[src/rtl/fetch_buffer_pkg.sv]
// fetch_buffer_pkg: shared widths, NOP encoding and fetch entry type
package fetch_buffer_pkg;
  localparam int XLEN = 32;
  localparam int INSTR_W = 32;
  localparam logic [INSTR_W-1:0] NOP_INSTR = 32'h0000_0013;
  typedef struct packed {
    logic [XLEN-1:0]    pc;
    logic [INSTR_W-1:0] instr;
  } fetch_entry_t;
endpackage

[src/rtl/fetch_buffer_if.sv]
// fetch_buffer_if: fetch-to-decode valid/ready handshake carrying {pc, instr}
interface fetch_buffer_if #(parameter int XLEN = fetch_buffer_pkg::XLEN);
  logic            out_valid;
  logic            out_ready;
  logic [XLEN-1:0] out_instr;
  logic [XLEN-1:0] out_pc;
  modport master (output out_valid, out_instr, out_pc, input out_ready);
  modport slave (input out_valid, out_instr, out_pc, output out_ready);
endinterface

[src/rtl/fetch_buffer_sync_fifo.sv]
// sync_fifo: DEPTH-entry queue with flush; count alone tells full from empty
module sync_fifo #(
  parameter int WIDTH = 64,
  parameter int DEPTH = 4
) (
  input  logic                       clk,
  input  logic                       rst,
  input  logic                       push,
  input  logic                       pop,
  input  logic                       flush,
  input  logic [WIDTH-1:0]           din,
  output logic [WIDTH-1:0]           head,
  output logic [$clog2(DEPTH):0]     count
);
  localparam int AW = $clog2(DEPTH);
  logic [WIDTH-1:0] mem [DEPTH];
  logic [AW-1:0] rd_ptr, wr_ptr;
  assign head = mem[rd_ptr];
  // storage write; a flush suppresses the write so nothing stale survives
  always_ff @(posedge clk) begin
    if (push && !flush && !rst) mem[wr_ptr] <= din;
  end
  // pointers wrap naturally at DEPTH; flush and reset clear everything
  always_ff @(posedge clk) begin
    if (rst || flush) begin
      rd_ptr <= '0;
      wr_ptr <= '0;
      count  <= '0;
    end else begin
      if (push) wr_ptr <= wr_ptr + 1'b1;
      if (pop) rd_ptr <= rd_ptr + 1'b1;
      count <= count + (AW+1)'(push) - (AW+1)'(pop);
    end
  end
endmodule

[src/rtl/fetch_buffer.sv]
// fetch_buffer: PC owner feeding a decoupling queue of {pc, instr} to decode
module fetch_buffer
  import fetch_buffer_pkg::*;
#(
  parameter int              XLEN       = fetch_buffer_pkg::XLEN,
  parameter int              DEPTH      = 4,
  parameter int              ROM_ADDR_W = 8,
  parameter logic [XLEN-1:0] RESET_PC   = '0
) (
  input  logic                   clk,
  input  logic                   reset,
  input  logic [XLEN-1:0]        rom_size,
  output logic [ROM_ADDR_W-1:0]  rom_addr,
  input  logic [XLEN-1:0]        rom_rdata,
  input  logic                   redirect_valid,
  input  logic [XLEN-1:0]        redirect_pc,
  fetch_buffer_if.master         dec,
  output logic [$clog2(DEPTH):0] count,
  output logic                   fetch_complete
);
  localparam int CW = $clog2(DEPTH) + 1;
  logic [XLEN-1:0] pc;
  logic [2*XLEN-1:0] head;
  logic fetch_active, push, pop;
  // fetch runs while pc is inside both the program and the physical ROM
  always_comb begin
    fetch_active = (pc < rom_size) && (pc[XLEN-1:ROM_ADDR_W+2] == '0);
    pop = dec.out_valid && dec.out_ready;
    push = fetch_active && !redirect_valid && (count != CW'(DEPTH) || pop);
  end
  assign rom_addr       = pc[ROM_ADDR_W+1:2];
  assign dec.out_valid  = count != '0;
  assign dec.out_pc     = head[2*XLEN-1:XLEN];
  assign dec.out_instr  = head[XLEN-1:0];
  assign fetch_complete = !fetch_active && count == '0;
  // redirect outranks push; low pc bits are always forced to word alignment
  always_ff @(posedge clk) begin
    if (reset) pc <= RESET_PC;
    else if (redirect_valid) pc <= redirect_pc & ~XLEN'(3);
    else if (push) pc <= pc + XLEN'(4);
  end
  sync_fifo #(.WIDTH(2*XLEN), .DEPTH(DEPTH)) u_fifo (
    .clk(clk),
    .rst(reset),
    .push(push),
    .pop(pop),
    .flush(redirect_valid),
    .din({pc, rom_rdata}),
    .head(head),
    .count(count)
  );
endmodule

[src/flat_wrapper.sv]
// flat-port wrapper written by rule: the top's interface ports become plain ports
module fetch_buffer_flat import fetch_buffer_pkg::*;
#(
  parameter int              XLEN       = fetch_buffer_pkg::XLEN,
  parameter int              DEPTH      = 4,
  parameter int              ROM_ADDR_W = 8,
  parameter logic [XLEN-1:0] RESET_PC   = '0
)
  (clk, reset, rom_size, rom_addr, rom_rdata, redirect_valid, redirect_pc, count, fetch_complete, dec_out_valid, dec_out_instr, dec_out_pc, dec_out_ready);
  fetch_buffer_if #(.XLEN(XLEN)) dec_i ();
  input  logic clk;
  input  logic reset;
  input  logic [XLEN-1:0] rom_size;
  output logic [ROM_ADDR_W-1:0] rom_addr;
  input  logic [XLEN-1:0] rom_rdata;
  input  logic redirect_valid;
  input  logic [XLEN-1:0] redirect_pc;
  output logic [$clog2(DEPTH):0] count;
  output logic fetch_complete;
  output wire logic [$bits(dec_i.out_valid)-1:0] dec_out_valid;
  output wire logic [$bits(dec_i.out_instr)-1:0] dec_out_instr;
  output wire logic [$bits(dec_i.out_pc)-1:0] dec_out_pc;
  input wire logic [$bits(dec_i.out_ready)-1:0] dec_out_ready;
  assign dec_out_valid = dec_i.out_valid;
  assign dec_out_instr = dec_i.out_instr;
  assign dec_out_pc = dec_i.out_pc;
  assign dec_i.out_ready = dec_out_ready;
  fetch_buffer #(.XLEN(XLEN), .DEPTH(DEPTH), .ROM_ADDR_W(ROM_ADDR_W), .RESET_PC(RESET_PC)) u_core (.clk(clk), .reset(reset), .rom_size(rom_size), .rom_addr(rom_addr), .rom_rdata(rom_rdata), .redirect_valid(redirect_valid), .redirect_pc(redirect_pc), .dec(dec_i), .count(count), .fetch_complete(fetch_complete));
endmodule
[config.mk]
export PLATFORM = sky130hd
export DESIGN_NAME = fetch_buffer_flat
export DESIGN_NICKNAME = d
export VERILOG_FILES = /design/src/rtl/fetch_buffer_pkg.sv /design/src/rtl/fetch_buffer_if.sv /design/src/rtl/fetch_buffer_sync_fifo.sv /design/src/rtl/fetch_buffer.sv /design/src/flat_wrapper.sv
export SDC_FILE = /design/constraint.sdc
export NUM_CORES = 1
export LEC_CHECK = 0
export CAP_MARGIN = 20
export CORE_ASPECT_RATIO = 1.4
export CORE_MARGIN = 4
export CORE_UTILIZATION = 30
export DETAILED_ROUTE_END_ITERATION = 16
export SYNTH_ARGS = -nofsm -noshare
export SYNTH_HDL_FRONTEND = slang
export SYNTH_SLANG_ARGS = --single-unit
[constraint.sdc]
create_clock -name clk -period 23.8 [get_ports clk]
set_input_delay 4.76 -clock clk [delete_from_list [all_inputs] [get_ports clk]]
set_output_delay 4.76 -clock clk [all_outputs]
set_load 0.01 [all_outputs]
==> flow_summary_export.csv <==
group,metric,value,unit
status,status,"completed",
grt,grt_pass1_vias,6757,
clock_network,post_cts_buffers,0,
finish,n_all_buffers,184,
pwr,p_leak,4.93,nW
grt,grtUsageMet1,15.2,%
finish,final.clkbuf_count,43,
min_path,min_path_type,"register to register",
floorplanning,tapCellCount,473,
finish,seq_area,8240,sq um
worst_setup_path,cp.required,19.04,ns
synthesis,synthXorXnorAreaFrac,0.303,%
worst_setup_path,path_max_fanout,21,
finish,sh_comb_area,20.5,%
finish,comb_area,3020,sq um
finish,diodes,1,
finish,largest_register_ffs,248,
finish,area_dominant_class,"flip-flops and latches",
worst_setup_path,critical-path-max-stage-delay,0.54,ns
finish,top_regs,"u_core.u_fifo.mem (248), u_core.pc (30), u_core.u_fifo.count (3)",
drt,drcViolationCount,0,
synthesis,simple_gate_area_share,4.32,%
clock_network,tritoncts,"yes",
floorplanning,coreArea,37800,sq um
grt,grt_util_met2,22.2,%
worst_setup_path,cp-start-kind,"input port",
placement,dp_cells,1258,
worst_setup_path,crit_family,"buffers and inverters",
synthesis,ys.flop_type,"edfxtp_1",
synthesis,ys_area,11600,sq um
timing,clock.fmax,0.0804,GHz
worst_setup_path,crit_arrival,7.68,ns
timing,totalNegativeSetupSlack,0,ns
timing,worst_slack,11.36,ns
synthesis,async_flop_share,0,%
synthesis,ys_types,53,
synthesis,edf_count,248,
synthesis,yosys.stat.seqShare,71.2,%
timing,max_slew.worst_pin.slew,1.05,ns
drt,wl_met2,13.3,mm
drt,ant_nets,0,
timing,fin_hold_ws,0.517,ns
## power breakdown
group / switching [mW] / total, mW / internal (mW) / leakage, nW
clock network: 0.188 / 0.460 / 0.272 / 0.470
logic: 0.0202 / 0.0473 / 0.0272 / 1.91
registers: 0.00800 / 0.558 / 0.550 / 2.55
total: 0.216 / 1.06 / 0.849 / 4.93
## worst paths after layout
kind / from / endpoint / slack [ns] / cells past startpoint
setup / recovery: rom_size[5] / fetch_complete / 11.36 / 11
hold / removal: u_core.u_fifo.wr_ptr[1] / u_core.u_fifo.wr_ptr[1] / 0.52 / 2
setup reg to reg: u_core.pc[31] / u_core.u_fifo.count[2] / 19.95 / 13
hold reg to reg: u_core.u_fifo.wr_ptr[1] / u_core.u_fifo.wr_ptr[1] / 0.52 / 2
Figure 1. A small window of the routed layout.
Region (62, 143) to (112, 193) um. Cells in gray, sequential cells in the stronger gray; small squares are vias.
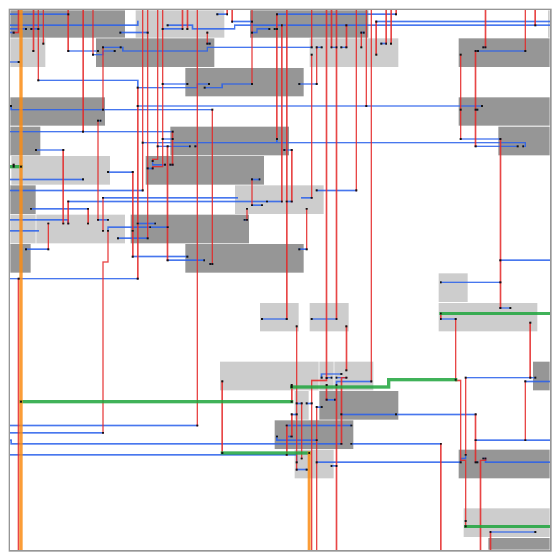
Key: met3 = green; met1 = blue; met2 = red; met4 = orange
Sequential cells in the window: 14. 31 logic cells have their middle in the window. Most frequent: edfxtp_1 (12), mux4_2 (4), clkbuf_16 (4). Netlist names of flops here include u_core.u_fifo.mem (12), u_core.pc (2).

Figure 2. Wiring heat map.
Drawn at 1.5 px/um. The die is cut into 17 by 24 equal tiles; dark purple is low, yellow is high, scaled to the fullest tile. Values are wire area over tile area, all layers added.
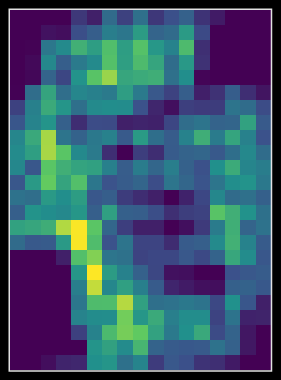
22% of the tiles are over half the peak. The fullest tile reaches 0.31. 17% of the tiles are nearly empty. The mean over all tiles is 0.098.
overall routing resource usage: 12.4%
total wire length: 25.9 mm
via count: 6,200
mean routed wirelength per cell: 19.8 um

No activity file was given, so power comes from the tool's default toggle rates.
